**config.mk**
```make
export PLATFORM = sky130hd
export DESIGN_NAME = spi_master_cs
export DESIGN_NICKNAME = d
export VERILOG_FILES = /design/src/rtl/spi_pkg.sv /design/src/rtl/spi_clk_gen.sv /design/src/rtl/spi_master_cs.sv
export SDC_FILE = /design/constraint.sdc
export NUM_CORES = 1
export LEC_CHECK = 0
export CORE_ASPECT_RATIO = 0.7
export CORE_MARGIN = 5
export CORE_UTILIZATION = 52
export CTS_CLUSTER_SIZE = 24
export DETAILED_ROUTE_END_ITERATION = 8
export PLACE_DENSITY = 0.79
export RECOVER_POWER = 25
export REMOVE_ABC_BUFFERS = 1
export SKIP_LAST_GASP = 1
export SLEW_MARGIN = 25
export SYNTH_ARGS = -nofsm -noshare
export SYNTH_HDL_FRONTEND = slang
export SYNTH_SLANG_ARGS = --single-unit
```
**constraint.sdc**
```tcl
create_clock -name clk_12MHz -period 2.13 [get_ports clk_12MHz]
set_clock_uncertainty 0.15 [all_clocks]
set_input_delay 0.426 -clock clk_12MHz [delete_from_list [all_inputs] [get_ports clk_12MHz]]
set_output_delay 0.426 -clock clk_12MHz [all_outputs]
set_load 0.02 [all_outputs]
```
**src/rtl/spi_pkg.sv**
```systemverilog
// spi_pkg: shared FSM state encoding and SPI mode-0 bus constants
package spi_pkg;
  typedef enum logic [1:0] {IDLE, TRANSFER, CS_HOLD, CS_INACTIVE} state_t;
  localparam logic CPOL = 1'b0;
  localparam logic CPHA = 1'b0;
endpackage

```
**src/rtl/spi_clk_gen.sv**
```systemverilog
// spi_clk_gen: SPI clock divider producing the half-bit tick and rise/fall edge strobes
// Ports: clk, rst (async, active high); i_en runs the divider; o_tick marks each half-bit
// boundary; o_rise/o_fall qualify the tick by the SPI clock edge it produces; o_sclk is the
// registered SPI clock, idling at CPOL.
module spi_clk_gen import spi_pkg::*; #(
  parameter int CLKS_PER_HALF_BIT = 2
) (
  input  logic clk,
  input  logic rst,
  input  logic i_en,
  output logic o_tick,
  output logic o_rise,
  output logic o_fall,
  output logic o_sclk
);
  localparam int CNT_W = $clog2(CLKS_PER_HALF_BIT);
  logic [CNT_W-1:0] r_cnt;
  assign o_tick = i_en && (r_cnt == CNT_W'(CLKS_PER_HALF_BIT - 1));
  assign o_rise = o_tick && (o_sclk == CPOL);
  assign o_fall = o_tick && (o_sclk != CPOL);
  // the counter is held at 0 while disabled so every byte starts a full half period
  always_ff @(posedge clk or posedge rst)
    if (rst) begin
      r_cnt  <= '0;
      o_sclk <= CPOL;
    end else begin
      r_cnt <= (o_tick || !i_en) ? '0 : r_cnt + 1'b1;
      if (o_tick) o_sclk <= ~o_sclk;
    end
endmodule

```
**src/rtl/spi_master_cs.sv**
```systemverilog
// spi_master_cs: SPI mode-0 master sending up to MAX_BYTES_PER_CS bytes per chip-select window
// Ports: clk_12MHz, rst (async, active high); i_tx_count/i_tx_byte/i_tx_dv load bytes while
// o_tx_ready; o_rx_byte/o_rx_dv/o_rx_count report each received byte and its index in the CS
// window; o_SPI_CLK/o_SPI_MOSI/o_SPI_CS/i_SPI_MISO form the SPI bus.
module spi_master_cs import spi_pkg::*; #(
  parameter int CLKS_PER_HALF_BIT = 2,
  parameter int MAX_BYTES_PER_CS  = 2,
  parameter int CS_INACTIVE_CLKS  = 1,
  parameter int CW                = $clog2(MAX_BYTES_PER_CS + 1)
) (
  input  logic          clk_12MHz,
  input  logic          rst,
  input  logic [CW-1:0] i_tx_count,
  input  logic [7:0]    i_tx_byte,
  input  logic          i_tx_dv,
  output logic          o_tx_ready,
  output logic [7:0]    o_rx_byte,
  output logic          o_rx_dv,
  output logic [CW-1:0] o_rx_count,
  output logic          o_SPI_CLK,
  output logic          o_SPI_MOSI,
  input  logic          i_SPI_MISO,
  output logic          o_SPI_CS
);
  localparam int IW = (CS_INACTIVE_CLKS > 1) ? $clog2(CS_INACTIVE_CLKS) : 1;
  state_t        r_state;
  logic [7:0]    r_tx;
  logic [7:0]    r_rx;
  logic [2:0]    r_fall;
  logic [CW-1:0] r_left;
  logic [IW-1:0] r_inact;
  logic          w_tick;
  logic          w_rise;
  logic          w_fall;

  spi_clk_gen #(.CLKS_PER_HALF_BIT(CLKS_PER_HALF_BIT)) u_clk_gen (
    .clk    (clk_12MHz),
    .rst    (rst),
    .i_en   (r_state == TRANSFER),
    .o_tick (w_tick),
    .o_rise (w_rise),
    .o_fall (w_fall),
    .o_sclk (o_SPI_CLK)
  );

  always_ff @(posedge clk_12MHz or posedge rst)
    if (rst) begin
      r_state    <= IDLE;
      r_tx       <= '0;
      r_rx       <= '0;
      r_fall     <= '0;
      r_left     <= '0;
      r_inact    <= '0;
      o_tx_ready <= 1'b0;
      o_rx_byte  <= '0;
      o_rx_dv    <= 1'b0;
      o_rx_count <= '0;
      o_SPI_MOSI <= 1'b0;
      o_SPI_CS   <= 1'b1;
    end else begin
      o_rx_dv <= 1'b0;
      case (r_state)
        IDLE:
          if (i_tx_dv && o_tx_ready) begin
            r_tx       <= i_tx_byte;
            o_SPI_MOSI <= i_tx_byte[7];
            o_SPI_CS   <= 1'b0;
            o_tx_ready <= 1'b0;
            // a count of 0 is a single-byte window; r_left holds bytes still to come
            r_left     <= (i_tx_count == '0) ? '0 : i_tx_count - 1'b1;
            o_rx_count <= '0;
            r_fall     <= '0;
            r_state    <= TRANSFER;
          end else begin
            o_tx_ready <= 1'b1;
          end
        TRANSFER:
          if (w_tick) begin
            if (w_rise) r_rx <= {r_rx[6:0], i_SPI_MISO};
            if (w_fall) begin
              r_fall <= r_fall + 1'b1;
              if (r_fall == 3'd7) begin
                o_rx_dv    <= 1'b1;
                o_rx_byte  <= r_rx;
                o_tx_ready <= (r_left != '0);
                r_state    <= CS_HOLD;
              end else begin
                r_tx       <= {r_tx[6:0], 1'b0};
                o_SPI_MOSI <= r_tx[6];
              end
            end
          end
        CS_HOLD:
          if (r_left == '0) begin
            o_SPI_CS <= 1'b1;
            r_inact  <= '0;
            r_state  <= CS_INACTIVE;
          end else if (i_tx_dv) begin
            r_tx       <= i_tx_byte;
            o_SPI_MOSI <= i_tx_byte[7];
            o_tx_ready <= 1'b0;
            r_left     <= r_left - 1'b1;
            o_rx_count <= o_rx_count + 1'b1;
            r_fall     <= '0;
            r_state    <= TRANSFER;
          end
        CS_INACTIVE:
          if (r_inact == IW'(CS_INACTIVE_CLKS - 1)) begin
            o_tx_ready <= 1'b1;
            r_state    <= IDLE;
          end else begin
            r_inact <= r_inact + 1'b1;
          end
        default: r_state <= IDLE;
      endcase
    end
endmodule

```
Figure 1. Track usage over the die (run 1).
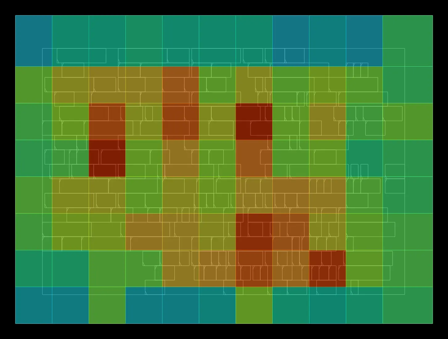
routing layer with the top usage in global route: met2
average routed wire per standard cell: 15.5 um
GR met3 Demand/Resource: 0.0512
met2 Resource Use GR: 0.289
Overall Global Routing Usage: 0.174

Figure 2. Routed metal per tile (run 1).
(4 px per um) 16 x 12 tiles, from white (low) to dark blue (high), scaled to the fullest tile. Values are wire area over tile area, all layers added.
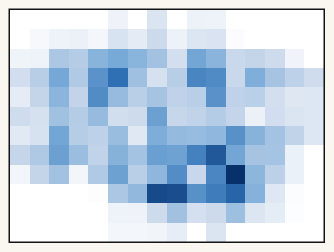
emptiest ninth of the die: lower left
fullest tile: 0.49
tiles over half the peak: 14%
mean over tiles: 0.12
DRT Wirelength: 3480 um
DR vias: 1191

==> commit_impl_results.txt, run 1 <==
Log flow metrics for this revision

- Filler instances: 230
- By area the synthesized netlist is led by sky130_fd_sc_hd__dfrtp_1, sky130_fd_sc_hd__mux2_2, sky130_fd_sc_hd__nand2_1.
- Clock buffers created by TritonCTS: 5
- The number of placed instances, taps included, is 216.
* Worst hold path stage count: 1
* MUX share of area: 0.177
- Via-per-instance ratio: approximately 5.3
* Overall power consumption: between 2 and 3 mW
- Internal reg-to-reg setup slack: 130 ps
- Clock period minus worst slack: 2020 ps
- Layout cell share with drive strength beyond 1: 0.237
- Initial DRC count: about 61
- Stages on the worst setup path: 1
* Synthesized registers: 38
- Critical path class: flop to output port
- The type recorded for the worst min-delay path is flop to flop.
- Worst IR Drop VDD: around 670 uV
* Top cells excl fill/tap: sky130_fd_sc_hd__dfrtp_1, sky130_fd_sc_hd__clkdlybuf4s50_1, sky130_fd_sc_hd__nand2_1
* Worst reg2reg path depth: 5
- Number of standard cells reported by yosys: roughly 150
* # IOs: 29
- Entering global routing, the biggest net connects 39 pins.
- The post-synth count of flops with an enable pin is 0.
* Standard cell with the maximum stage delay on the critical path: sky130_fd_sc_hd__clkdlybuf4s50_1
- Looking at the post-CTS report, the setup buffer insertion count equals 0.
- In the routed design, unresolved DRC markers number 0.
* Capturing element of the worst setup path: o_SPI_CS
- Residual antenna-violating net count after detailed routing: 0
* Top Registers: o_rx_byte x8, r_rx x8, r_tx x7
- Port buffering added 28 buffers.
- Count of hold-fix buffers inserted at cts: 0
- Pins over their slew limit in the final report were tallied at 0.
* Longest individual stage delay on the worst path: between 600 and 700 ps
- The cell sequence reported for the critical path is clkdlybuf4s50_1.
* Count of warning messages emitted by the tools: 25
- Leak pwr: 0.995 nW
- At the end of routability-driven placement, the weighted congestion stood at 0.768.
* Clock Tree Buf Depth: 2
- The first global-routing pass estimated ~6200 um of wire.
* Area added between synthesis and finish: 29.7%
* Vias in the first global route: 1318
- After synthesis, the netlist uses 27 different library cells.
* Final worst slack: 111 ps
- Die y size: between 50 and 60 um
* Max transition margin: 0.406
* Per-instance average area after synthesis: 11.7 um2
* H-tree depth reported by CTS: 2
* Outcome: finished, final reports clean
- Number of standard-cell rows in the floorplan: 17
- The endpoint of the worst hold path is reported as u_clk_gen.r_cnt.
* Cell Area, Synth: 1700 um2
- In this run the power density over the cells is between 1000 and 1500 nW/um2.
* Die x size: slightly below 80 um
- According to the Yosys statistics, the synthesized design has a chip area of 1700 um2.
- The worst setup path is captured at an output port.
- The final report lists the setup-violating endpoint count as 0.
- Summed over all nets, wire length on met3 after detailed routing comes to about 180 um.
* Number of violations of the max-capacitance limit: 0
* Reg-to-reg critical path startpoint: r_fall[0]
- The core region is 3150 um2.
- Data required time at the worst endpoint: 1550 ps
* Main flop type after synthesis: sky130_fd_sc_hd__dfrtp_1
* Largest area contributor in the netlist: sky130_fd_sc_hd__dfrtp_1
- Post-CTS sizing: 0
- Signal nets in the final route climb as high as met4.
- Family with the most delay on the worst path: buffers and inverters
- For this block, wires on met1 add up to roughly 1600 um.
- GRT overflow: 0
- After technology mapping, the gate count stands at 146.
- The cell-mix breakdown from Yosys lists the adder-cell area share as 0.0220.
* Endpoint arrival time on the critical path: 1440 ps
- Initial core utilization: 0.541
- For the worst min-delay path, the startpoint reported by OpenROAD is u_clk_gen.r_cnt.
* Post-synth top area share: 0.544
- TritonCTS clock tree: done
- Per the final timing report, the hold violations number 0.
- Launching element of the worst setup path: o_SPI_CS
* Net count reported at finish: ~200
- Detailed routing placed a total of ~1700 um of wire on met2.
- Routing usage on met1: 0.223
- Crit path buf inv count: 1
* Startpoint type of the worst setup path: flop
- Top logic cell by instance count in the layout: sky130_fd_sc_hd__dfrtp_1
- Clock net sink count: 38
Figure 3. Routed clock nets over the placement (run 1).
(4 px per um)
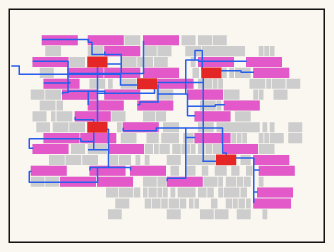
[clock-net drivers] red | count: 5
[flip-flops] magenta | count: 38
[clock wires] blue | length: 458 um
routed clock nets: 6
insertion delay to the later sink of the worst-skew pair: 290 ps
clock network fraction of total power: 0.258

-- run 1: metrics by stage --
step	util	hold slack, ps	setup TNS [ps]	cell area [um2]
final	0.702	346	0	2210
after global routing	0.702	381	0	2210
after CTS	0.702	350	0	2210
after detailed placement	0.657	340	-77.7	2070
after global placement	0.657	314	0	2070
after floorplan	-	298	0	1690
-- run 1: report_power, final --
group          switching (mW)  total (mW)  internal [mW]
Clock                   0.253       0.753          0.500
Combinational           0.487        1.02          0.536
Sequential              0.175        1.14          0.966
-- run 1: cell type report --
class                           count  area (um2)  area share
Sequential cell                    38         952       0.431
Clock buffer                        6        82.6      0.0374
Tap cell                           38        47.5      0.0215
Timing Repair Buffer               35         330       0.150
Multi-Input combinational cell     99         713       0.323
Clock inverter                      2        60.1      0.0272
Inverter                            6        22.5      0.0102
==> run 2, diff against run 1 <==
CORE_UTILIZATION = 56   (was 52)
PLACE_DENSITY = 0.84   (was 0.79)
clock period = 2.5 ns   (was 2.13 ns; I/O delays follow)
Figure 4. Track usage over the die (run 2).
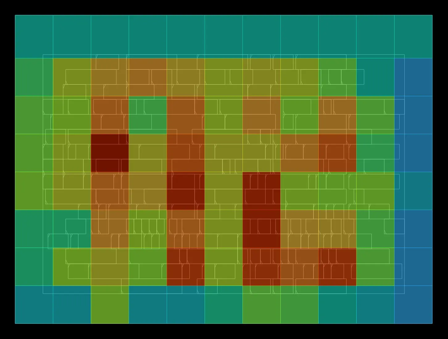
GR met3 Demand/Resource: 0.0534
average routed wire per standard cell: 16.7 um
final standard cell utilization of the core: 0.767

Figure 5. Layout detail (run 2).
Region (23, 2) to (53, 32) um. Cells in gray, sequential cells in the stronger gray; small squares are vias.
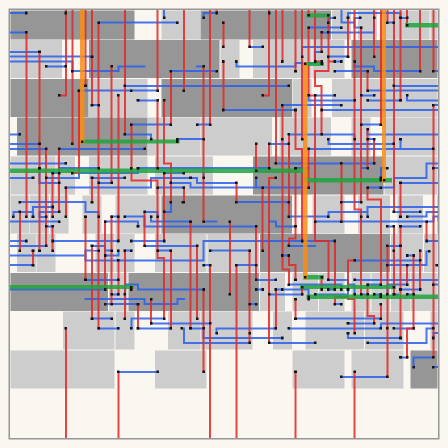
[M1] blue
[M2] red
[M4] orange
[M3] green
cells with their middle in the window: 66
netlist names of flops here include: o_rx_byte (3), r_tx (3), o_rx_count (2)
most frequent: nand2_1 (15), dfrtp_1 (12), clkdlybuf4s50_1 (7)
sequential cells in the window: 12

==> run 2 against run 1 <==
Against the previous run:
- global-route usage up 0.81 points
- via count up 2.9%
- total power down 14%
==> commit_impl_results.txt, run 2 <==
Log flow metrics for this revision

- For the completed layout, the total cell area is recorded as 2190 um2.
- Final TNS setup: 0 ps
* Count of distinct cell types in the synthesized netlist: 27
- Sorting the Yosys area breakdown by cell type puts at the top sky130_fd_sc_hd__dfrtp_1.
- Insertion delay to the later sink of the worst-skew pair: 290 ps
* Switching power as a share of total power: 0.322
- Launching element of the worst setup path: o_SPI_CS
- The worst setup path is of the flop to output port kind.
* Endpoint with the worst hold slack: u_clk_gen.r_cnt
- Count of hold-fix buffers inserted at cts: 0
- Endpoint arrival time on the critical path: 1440 ps
- The detailed router reports a met3 wire length of 203 um.
- The net count of the finished layout is approximately 200.
- Of the total power, registers draw 0.395.
- Measured in cells, the most critical reg-to-reg path has a length of 4.
* Hold path startpoint: u_clk_gen.r_cnt
* Pin count of the biggest net entering global routing: 20
- Via-per-instance ratio: 5.60
- TritonCTS built the clock tree.
- DRT Wirelength: 3660 um
- According to the floorplan report, the placeable core area is 2860 um2.
- Hold timing on the final database bottoms out at a slack of 330 ps.
- Per the post-route antenna check, the number of violating nets is 0.
- The number of global-route vias before repair was 1266.
- Power comes to 2.50 mW.
- Number of failing hold endpoints at the final stage: 0
- Counting I/O delays and the setup requirement, the final critical path takes 2090 ps.
- In this run the top signal layer used is met4.
- Summed over all routing layers, the global router reports a total usage of 0.182.
* Initial DRC count: approximately 100
- Post-synthesis adder-cell area fraction: 0.0220
- In the final layout, the share of cells above drive strength 1 is 0.219.
- The count of buffers added on input and output ports is 28.
- Die x size: 75.9 um
- Design internal power: 1.69 mW
- Net switching component of the power: approximately 0.8 mW
- The script computed a power per unit cell area of 1140 nW/um2.
- Routed wire length on met2: approximately 1700 um
- In this run the post-CTS setup repair buffer count came out at 0.
- met1 track demand over resource after global routing is 0.243.
- Outcome: finished, final reports clean
- Worst hold path stage count: 1
- In this run the count of I/O pins placed on the die edge is 29.
* Clock Tree Buf Depth: 2
- Gate Count Post-Synth: 146
* Post-synth top area share: 0.544
- Per the synth stats, the flop cell with the highest instance count is sky130_fd_sc_hd__dfrtp_1.
- For reference, the post-synthesis area per instance comes to 11.7 um2.
- For this run, the final setup violation count is recorded as 0.
- Routing layer with the top usage in global route: met2
* Die y size: about 56 um
- At the floorplan stage, the core utilization is reported as 0.595.
- OpenROAD emitted warnings numbering 25.
- Top logic cell by instance count in the layout: sky130_fd_sc_hd__dfrtp_1
- The routed layout has 1226 vias.
- Leak pwr: 0.981 nW
* Area reported by Yosys stat: 1700 um2
- Of the total power, the clock network draws 0.260.
* Clock net sink count: 38
- Number of violations of the max-capacitance limit: 0
* Final worst slack: between 400 and 500 ps
- At the worst endpoint, the required time is between 1500 and 2000 ps.
- Together, buffers and inverters on the worst path number 1.
- Checking max transition, the worst relative margin is 0.564.
- The launch point of the worst register-to-register path is recorded as r_state[1].
* Cell Area, Synth: 1700 um2
- The post-synth register bit count is 38.
* EDFF count, synth: 0
- Clock buffers created by TritonCTS: 5
* Number of standard cells reported by yosys: 146
- The STA report counts the stages on the worst setup path as 1.
- Hold Crit Class: flop to flop
* Dpl cells: 211
run 2: cell counts after synthesis:
Identical to the previous run, type by type.
run 2: power groups by stage:
stage / Sequential [mW] / Combinational (mW) / Clock [mW]
detailed placement: 0.987 / 0.858 / 0
global placement: 0.969 / 0.807 / 0
finish: 0.986 / 0.859 / 0.650
global route: 1.01 / 0.940 / 0.681
CTS: 0.981 / 0.870 / 0.650
floorplan: 0.987 / 0.580 / 0
run 2: area by class of cell:
cell class,count,area (um2)
clock buffers,6,82.6
multi-input cells,99,713
repair buffers,32,319
clock inverters,2,60.1
inverters,6,22.5
well taps,36,45.0
fillers,179,668
flip-flops and latches,38,952
==> run 3, diff against run 2 <==
CORE_UTILIZATION = 52   (was 56)
PLACE_DENSITY = 0.79   (was 0.84)
clock period = 2.2 ns   (was 2.5 ns; I/O delays follow)
Figure 6. Gate-type map (run 3).
(8 px per um)
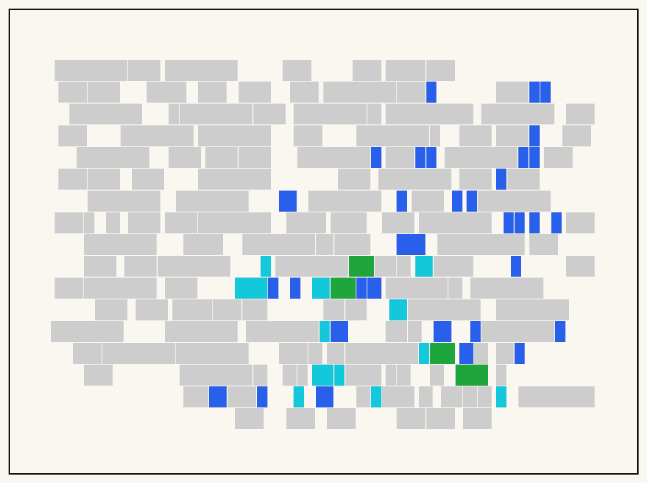
[non-inverting ao/oa cells] green | cells: 4 | most used: a22o_1
[nand cells] blue | cells: 33 | most used: nand2_1
[nor cells] cyan | cells: 12 | most used: nor2_1
multi-input gate share of total cell area: 0.324
top logic cell by instance count in the layout: sky130_fd_sc_hd__dfrtp_1
count of non-filler cells in the finished layout: 223

Figure 7. Routed clock nets over the placement (run 3).
(4 px per um)
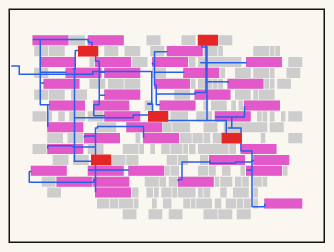
power drawn by the clock network: 0.724 mW

==> run 3 against run 2 <==
Against the previous run:
- critical path depth unchanged
- global-route usage decreased by 1.6 points
- via count decreased by 2.6%
- sequential share of layout area decreased by 0.12 points
- sequential cell count unchanged
- combinational power increased by 14%
- sequential power increased by about 10%
- synthesized area unchanged
- largest cell class unchanged
==> commit_impl_results.txt, run 3 <==
Log flow metrics for this revision

- Per the detail_route report, DRC violations left total 0.
* DRT Wirelength: between 3000 and 4000 um
- For the finished layout, the period the worst path requires is just over 2000 ps.
* Count of warning messages emitted by the tools: 25
* Count of hold-fix buffers inserted at cts: 0
* GP Congestion: 0.765
- Max transition margin: 0.397
- Per the final layout report, the fraction of cells sized above drive strength 1 comes to 0.232.
* Capturing element of the worst setup path: o_SPI_CS
- TritonRoute output was used to compute an average wire per cell of roughly 15 um.
* Number of buffers inserted by port buffering: 28
- Crit path buf inv count: 1
- Met2 Resource Use GR: 0.273
- Using the TritonRoute via totals, the vias-per-cell ratio works out to 5.35.
- Fraction of area in registers: 0.433
* Multi-input combinational gate total: about 99
* Final standard cell utilization of the core: 0.699
- Insertion delay to the later sink of the worst-skew pair: 290 ps
- On the final layout, the worst hold slack is 331 ps.
* Switching power as a share of total power: 0.310
- For this run, global-route usage on met1 was measured as 0.194.
* Overall Global Routing Usage: 0.166
* # IOs: 29
* Clock tree cell share of total cell area: 0.0648
- The final timing report counts setup violations totalling 0.
- Initial DRC count: 58
- Relative area of non-clock buffer cells in the final design: 0.147
- For the worst flop-to-flop path, the logic depth is 5.
- In the global route stage, met3 resource usage came out at 0.0606.
* GRT overflow: 0
* Leak pwr: ~0.99 nW
- All stages included, the depth of the critical timing path comes to 1.
* Cell group occupying the most layout area: flip-flops and latches
- The layer flagged by global routing as most heavily used is met2.
- The plain and repair buffers instantiated in the layout total 34.
- The H-tree was split into 2 levels.
* Net count reported at finish: 201
- According to the timing report, the critical path is launched from o_SPI_CS.
* Outcome: finished, final reports clean
* Endpoint with the worst hold slack: u_clk_gen.r_cnt
- Per the final timing report, the hold violations number 0.
- Critical path class: flop to output port
- For the worst reg-to-reg path, the startpoint reported by OpenROAD is r_fall[0].
- Main flop type after synthesis: sky130_fd_sc_hd__dfrtp_1
- Vias in the first global route: 1268
- Hold path startpoint: u_clk_gen.r_cnt
* Residual antenna-violating net count after detailed routing: 0
- Per the layout area report, the combinational gate area comes to ~710 um2.
* Family with the most delay on the worst path: buffers and inverters
* Final TNS setup: 0 ps
- In the detailed route, the total length drawn on met3 is roughly 160 um.
* Area reported by Yosys stat: 1700 um2
- Design internal power: about 1.9 mW
- Counting tap cells, the placed design contains a total of 215 instances.
- Counting the buffers created by CTS gives 5.
* Longest individual stage delay on the worst path: 610 ps
- The tightest min-delay check is of the flop to flop type.
- Routed wire length on met2: approximately 1700 um
- Well-Tap Cells: 38
- Fraction of power consumed by sequential logic: 0.393
- Worst IR Drop VDD: 591 uV
- STA classifies the critical path endpoint as an output port.
- According to the timing report, the data required time at the worst endpoint equals 1610 ps.
- The mapped netlist covers 1700 um2.
* Post-synth top area share: 0.544
* Pin count of the biggest net entering global routing: 39
- Net switching component of the power: between 0.8 and 0.9 mW
- Sequential cells placed in the final layout were counted as 38.
- Per-instance average area after synthesis: around 12 um2
- Endpoint arrival time on the critical path: 1450 ps
## run 3: cell counts after synthesis
No cell type changed its count.
## run 3: power by group through the flow
stage / Clock (mW) / Sequential, mW / Combinational, mW
floorplan: 0 / 1.12 / 0.659
global route: 0.764 / 1.14 / 1.08
CTS: 0.736 / 1.10 / 0.996
detailed placement: 0 / 1.11 / 0.987
finish: 0.724 / 1.10 / 0.982
global placement: 0 / 1.10 / 0.934
## run 3: cell families after synthesis
| kind of cell | count (synthesis) | synth area share |
|---|---|---|
| simple gates | 45 | 0.123 |
| compound gates | 23 | 0.0919 |
| mux | 27 | 0.177 |
| buf+inv | 9 | 0.0220 |
| xor+xnor | 1 | 0.00514 |
| flops | 38 | 0.559 |
| fa+ha+maj | 3 | 0.0220 |
No activity file was given, so power comes from the tool's default toggle rates.
